File: src/rtl/ntt_pkg.sv
// rtl/ntt_pkg.sv - shared constants, FSM states and butterfly address helper for the NTT address generator
package ntt_pkg;

    localparam int N      = 256;
    localparam int LAYERS = 7;

    localparam logic [1:0] MODE_NTT  = 2'b00;
    localparam logic [1:0] MODE_INTT = 2'b01;

    typedef enum logic [1:0] {
        ST_IDLE,
        ST_ISSUE,
        ST_DRAIN,
        ST_DONE
    } state_e;

    typedef struct packed {
        logic [7:0] a;
        logic [7:0] b;
        logic [6:0] tw;
    } bf_addr_t;

    // Butterfly operand pair and twiddle index for butterfly j of a layer.
    // Forward layers shrink the span (128 -> 2); inverse layers grow it (2 -> 128).
    // Any mode other than INTT walks the forward schedule.
    function automatic bf_addr_t calc_bf_addr(
        input logic [1:0] mode,
        input logic [2:0] layer,
        input logic [6:0] j
    );
        bf_addr_t   r;
        logic [7:0] len;
        logic [6:0] g;
        logic [7:0] g8;
        logic [7:0] o8;
        if (mode == MODE_INTT) begin
            len  = 8'd2 << layer;
            g    = j >> (layer + 3'd1);
            r.tw = (7'd127 >> layer) - g;
        end else begin
            len  = 8'd128 >> layer;
            g    = j >> (3'd7 - layer);
            r.tw = (7'd1 << layer) + g;
        end
        g8  = {1'b0, g};
        o8  = {1'b0, j} & (len - 8'd1);
        r.a = ((len * g8) << 1) + o8;
        r.b = r.a + len;
        return r;
    endfunction

endpackage

File: src/rtl/ntt_delay_line.sv
// rtl/ntt_delay_line.sv - fixed-depth shift register carrying read-side info to the write-back side
module ntt_delay_line #(
    parameter int WIDTH = 17,
    parameter int DEPTH = 3
) (
    input  logic             clk,
    input  logic             rst_n,
    input  logic [WIDTH-1:0] din,
    output logic [WIDTH-1:0] dout
);

    logic [WIDTH-1:0] stage_q [DEPTH];
    logic [WIDTH-1:0] stage_d [DEPTH];

    // Each stage takes the previous stage's value; stage 0 takes the input.
    always_comb begin
        stage_d[0] = din;
        for (int i = 1; i < DEPTH; i++) begin
            stage_d[i] = stage_q[i-1];
        end
    end

    // Shift every cycle; reset flushes all in-flight entries.
    always_ff @(posedge clk or negedge rst_n) begin
        if (!rst_n) begin
            for (int i = 0; i < DEPTH; i++) begin
                stage_q[i] <= '0;
            end
        end else begin
            for (int i = 0; i < DEPTH; i++) begin
                stage_q[i] <= stage_d[i];
            end
        end
    end

    assign dout = stage_q[DEPTH-1];

endmodule

File: src/rtl/ntt_addr_gen.sv
// rtl/ntt_addr_gen.sv - layer/butterfly sequencer producing RAM read, twiddle and write-back addresses
module ntt_addr_gen
    import ntt_pkg::*;
#(
    parameter int PIPE_LAT = 3
) (
    input  logic       clk,
    input  logic       rst_n,
    input  logic       start,
    input  logic [1:0] mode_in,
    input  logic       hold,
    output logic       rd_valid,
    output logic [7:0] rd_addr_a,
    output logic [7:0] rd_addr_b,
    output logic [6:0] tw_addr,
    output logic [1:0] bf_mode,
    output logic       wr_en,
    output logic [7:0] wr_addr_a,
    output logic [7:0] wr_addr_b,
    output logic       busy,
    output logic       done
);

    localparam logic [3:0] DRAIN_LEN  = 4'(PIPE_LAT);
    localparam logic [2:0] LAST_LAYER = 3'(LAYERS - 1);
    localparam logic [6:0] LAST_J     = 7'(N / 2 - 1);
    localparam int         DL_W       = 17;

    state_e     state_q,    state_d;
    logic [2:0] layer_q,    layer_d;
    logic [6:0] j_q,        j_d;
    logic [3:0] drain_q,    drain_d;
    logic [1:0] mode_q,     mode_d;
    logic       rd_valid_q, rd_valid_d;
    logic [7:0] rd_a_q,     rd_a_d;
    logic [7:0] rd_b_q,     rd_b_d;
    logic [6:0] tw_q,       tw_d;
    logic       done_q,     done_d;

    bf_addr_t         cur;
    logic [DL_W-1:0]  dl_in;
    logic [DL_W-1:0]  dl_out;

    // Next-state, counters and the next values of the registered read-side outputs.
    always_comb begin
        state_d    = state_q;
        layer_d    = layer_q;
        j_d        = j_q;
        drain_d    = drain_q;
        mode_d     = mode_q;
        rd_valid_d = 1'b0;
        rd_a_d     = 8'd0;
        rd_b_d     = 8'd0;
        tw_d       = 7'd0;
        done_d     = 1'b0;
        cur        = calc_bf_addr(mode_q, layer_q, j_q);

        unique case (state_q)
            ST_IDLE: begin
                if (start) begin
                    state_d = ST_ISSUE;
                    layer_d = 3'd0;
                    j_d     = 7'd0;
                    mode_d  = mode_in;
                end
            end
            ST_ISSUE: begin
                if (!hold) begin
                    rd_valid_d = 1'b1;
                    rd_a_d     = cur.a;
                    rd_b_d     = cur.b;
                    tw_d       = cur.tw;
                    if (j_q == LAST_J) begin
                        state_d = ST_DRAIN;
                        drain_d = DRAIN_LEN;
                        j_d     = 7'd0;
                    end else begin
                        j_d = j_q + 7'd1;
                    end
                end
            end
            ST_DRAIN: begin
                // Let the last butterflies of the layer write back before the
                // next layer reads them.
                if (drain_q == 4'd1) begin
                    drain_d = 4'd0;
                    if (layer_q == LAST_LAYER) begin
                        state_d = ST_DONE;
                    end else begin
                        state_d = ST_ISSUE;
                        layer_d = layer_q + 3'd1;
                        j_d     = 7'd0;
                    end
                end else begin
                    drain_d = drain_q - 4'd1;
                end
            end
            ST_DONE: begin
                // done lands the cycle after the final write-back strobe.
                state_d = ST_IDLE;
                done_d  = 1'b1;
            end
            default: begin
                state_d = ST_IDLE;
            end
        endcase
    end

    // State, counters and registered outputs.
    always_ff @(posedge clk or negedge rst_n) begin
        if (!rst_n) begin
            state_q    <= ST_IDLE;
            layer_q    <= 3'd0;
            j_q        <= 7'd0;
            drain_q    <= 4'd0;
            mode_q     <= 2'b00;
            rd_valid_q <= 1'b0;
            rd_a_q     <= 8'd0;
            rd_b_q     <= 8'd0;
            tw_q       <= 7'd0;
            done_q     <= 1'b0;
        end else begin
            state_q    <= state_d;
            layer_q    <= layer_d;
            j_q        <= j_d;
            drain_q    <= drain_d;
            mode_q     <= mode_d;
            rd_valid_q <= rd_valid_d;
            rd_a_q     <= rd_a_d;
            rd_b_q     <= rd_b_d;
            tw_q       <= tw_d;
            done_q     <= done_d;
        end
    end

    assign dl_in = {rd_valid_q, rd_a_q, rd_b_q};

    ntt_delay_line #(
        .WIDTH (DL_W),
        .DEPTH (PIPE_LAT)
    ) u_delay (
        .clk   (clk),
        .rst_n (rst_n),
        .din   (dl_in),
        .dout  (dl_out)
    );

    assign rd_valid  = rd_valid_q;
    assign rd_addr_a = rd_a_q;
    assign rd_addr_b = rd_b_q;
    assign tw_addr   = tw_q;
    assign bf_mode   = mode_q;
    assign wr_en     = dl_out[16];
    assign wr_addr_a = dl_out[15:8];
    assign wr_addr_b = dl_out[7:0];
    assign busy      = (state_q != ST_IDLE);
    assign done      = done_q;

endmodule

File: config.mk
export PLATFORM = sky130hd
export DESIGN_NAME = ntt_addr_gen
export DESIGN_NICKNAME = d
export VERILOG_FILES = /design/src/rtl/ntt_pkg.sv /design/src/rtl/ntt_delay_line.sv /design/src/rtl/ntt_addr_gen.sv
export SDC_FILE = /design/constraint.sdc
export NUM_CORES = 1
export LEC_CHECK = 0
export CORE_MARGIN = 3
export CORE_UTILIZATION = 28
export DETAILED_ROUTE_END_ITERATION = 8
export RECOVER_POWER = 100
export SLEW_MARGIN = 20
export SYNTH_ARGS = -nofsm -noshare
export SYNTH_HDL_FRONTEND = slang
export SYNTH_SLANG_ARGS = --single-unit
File: constraint.sdc
create_clock -name clk -period 8.85 [get_ports clk]
set_input_delay 1.77 -clock clk [delete_from_list [all_inputs] [get_ports clk]]
set_output_delay 1.77 -clock clk [all_outputs]
set_load 0.01 [all_outputs]
### Register map, names as in the netlist, run 1

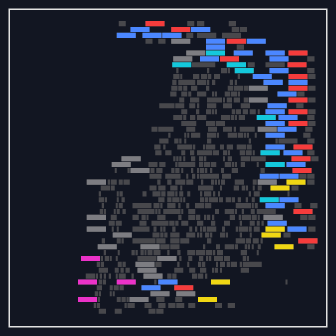
tw_addr: in yellow, placed flops 7. u_delay.stage_d: in blue, placed flops 34. drain_q: in magenta, placed flops 4, where south-west. rd_addr_b: in cyan, placed flops 8. u_delay.dout: in red, placed flops 17.
Power Sequential: 0.573 mW
FF/Latch Area: 0.00235 mm2
utilization after layout: 33.9%
Seq area share: 36.4%

### Clock wiring as the flow saved it, run 1

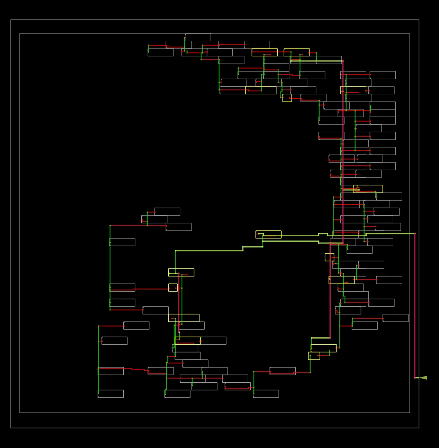
flop count: 94
Clock Skews: 0.0102 ns
# clk buffers: 10
clock latency on the worst-skew pair: 0.35 ns
Inserted Clock Buffers: 9

==> out/results.tsv, run 1 <==
metric	value	unit
non-filler instance count after layout	836	
failing checks	capacitance limit, slew limit	
logic share of the area	43.1	%
Post-Place Worst Slack	2.04	ns
relative slew slack	-123	%
Max Cap Viol	1	
Logic family by area	adder cells	
Hold Slack	0.348	ns
vias after detailed routing	3662	
Largest cell class	combinational gates	
RSZ-0062 raised after global routing	false	
Synth top cell by count	dfrtp_1	
Top cell area share	42.6	%
worst setup margin	1.96	ns
Post-synth mux share	5.01	%
Cell Type Count	50	
Sink Count	94	
fin. max-slew vios	70	
n_diodes	0	
# IOs	51	
clock slew at reported path FFs	0.07	ns
DR iter-0 viols	187	
r2r setup slk	1.96	ns
I/O Buffers	50	
Critical path buffers and inverters	3	
post-route minimum period	6.89	ns
worst slew pin tran	3.34	ns
Seq share, synth	42.6	%
Sw Share	31.9	%
chip area	0.0214	mm2
net load switching power	0.447	mW
Crit. End Element	flip-flop	
status	finished, violations left	
vias in the first global route	3666	
GRT overflow	0	
hold depth	0	
r2r worst-path depth	22	
biggest area cells	dfrtp_1 (43%), ha_1 (11%), xnor2_1 (4.8%)	
### Cell classes on the final placement, run 1

The bar under the picture is 50 um long. Fill, decap, tap and diode cells in gray.
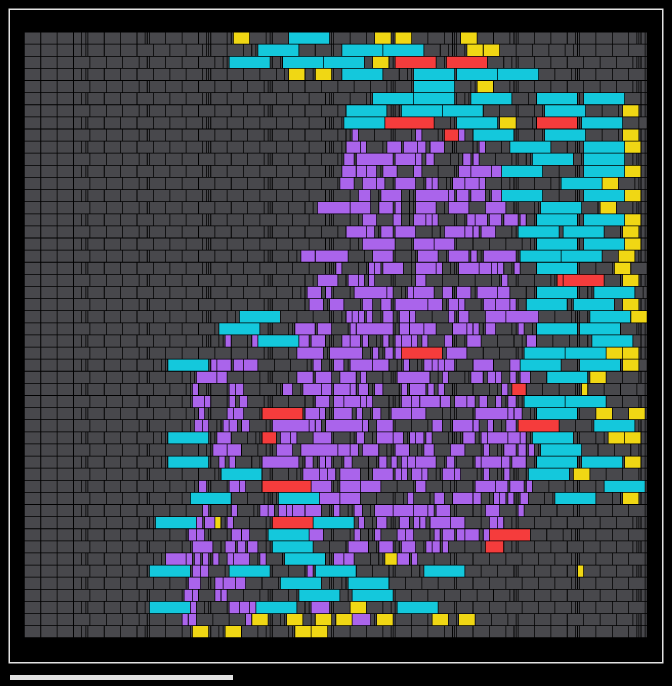
registers: in cyan, cells 94, share of their area 38%. remaining logic cells: in purple, cells 413, share of their area 48%. remaining buffers and delay cells: in yellow, cells 53, share of their area 8.3%. clock drivers and dummy loads: in red, cells 16, share of their area 5.3%.
core area: 0.0190 mm2
Finished Cell Area: 0.00646 mm2

### Floorplan with the power grid, run 1

Pins as bars on the die edge.
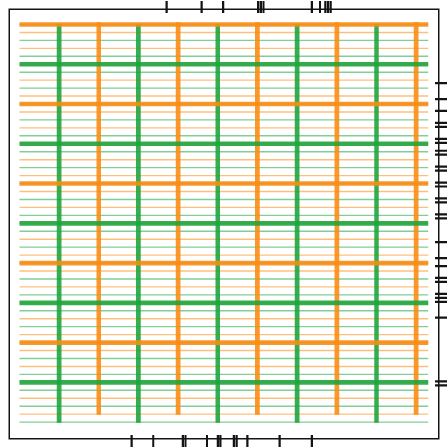
VDD: in orange. VSS: in green.
The core has 50 rows. 10 straps on met5. 51 met1 rails follow the rows. 51 signal pins sit on the boundary.
VDD IR max: 0.0978 mV
Die Height: 146 um
die width: 146 um

### Logic cells by family, run 1

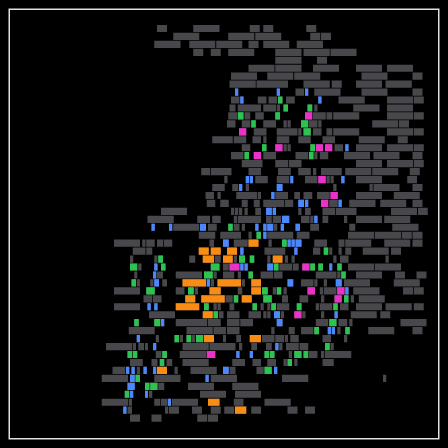

==> inputs of run 2 (changes only) <==
clock period = 6.7 ns   (was 8.85 ns; I/O delays follow)
### Logic cells by family, run 2

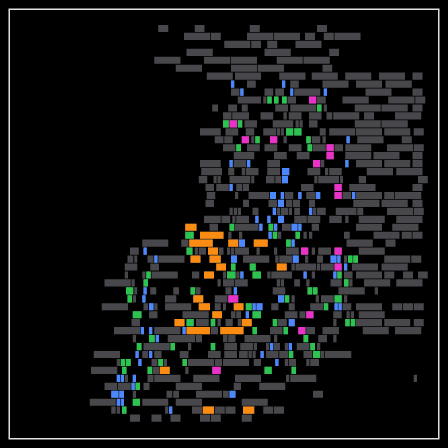
non-inverting ao/oa cells: in magenta, cells 16, most used a21o_1. mux cells: in orange, cells 22, most used mux2i_1. aoi and oai cells: in green, cells 66, most used a21oi_1. nor cells: in blue, cells 72, most used nor2_1.
logic share of the area: 42.8%
non-filler instance count after layout: 847
dominant logic cell type in the layout: dfrtp_1

### Clock wiring as the flow saved it, run 2

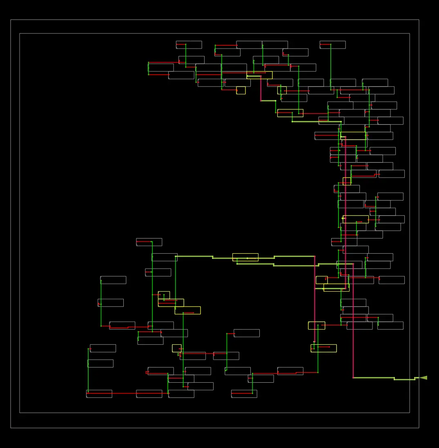
Sink Count: 94
Clock group: 0.499 mW

==> out/results.tsv, run 2 <==
metric	value	unit	change
Post-synth mux share	5.01	%	unchanged
Max Cap Viol	2		+1
Clock Skews	0.0101	ns	-0.0000918 ns
die width	146	um	unchanged
clock slew at reported path FFs	0.07	ns	about the same
clock latency on the worst-skew pair	0.35	ns	about the same
GRT overflow	0		unchanged
VDD IR max	0.109	mV	+12%
utilization after layout	34.3	%	+0.39 points
vias in the first global route	3701		+0.95%
status	finished, violations left		
# IOs	51		unchanged
Crit. End Element	flip-flop		
worst setup margin	0.423	ns	-1.54 ns
Seq area share	36.0	%	-0.39 points
hold depth	0		unchanged
I/O Buffers	50		unchanged
net load switching power	0.615	mW	+38%
Finished Cell Area	0.00653	mm2	+1.1%
flop count	94		unchanged
worst slew pin tran	3.10	ns	-0.249 ns
Cell Type Count	50		unchanged
biggest area cells	dfrtp_1 (43%), ha_1 (11%), xnor2_1 (4.8%)		
core area	0.0190	mm2	unchanged
RSZ-0062 raised after global routing	false		
# clk buffers	9		-1
failing checks	capacitance limit, slew limit		
vias after detailed routing	3709		+1.3%
FF/Latch Area	0.00235	mm2	about the same
relative slew slack	-106	%	+17 points
r2r setup slk	0.42	ns	-1.54 ns
fin. max-slew vios	97		+39%
No activity file was given, so power comes from the tool's default toggle rates.
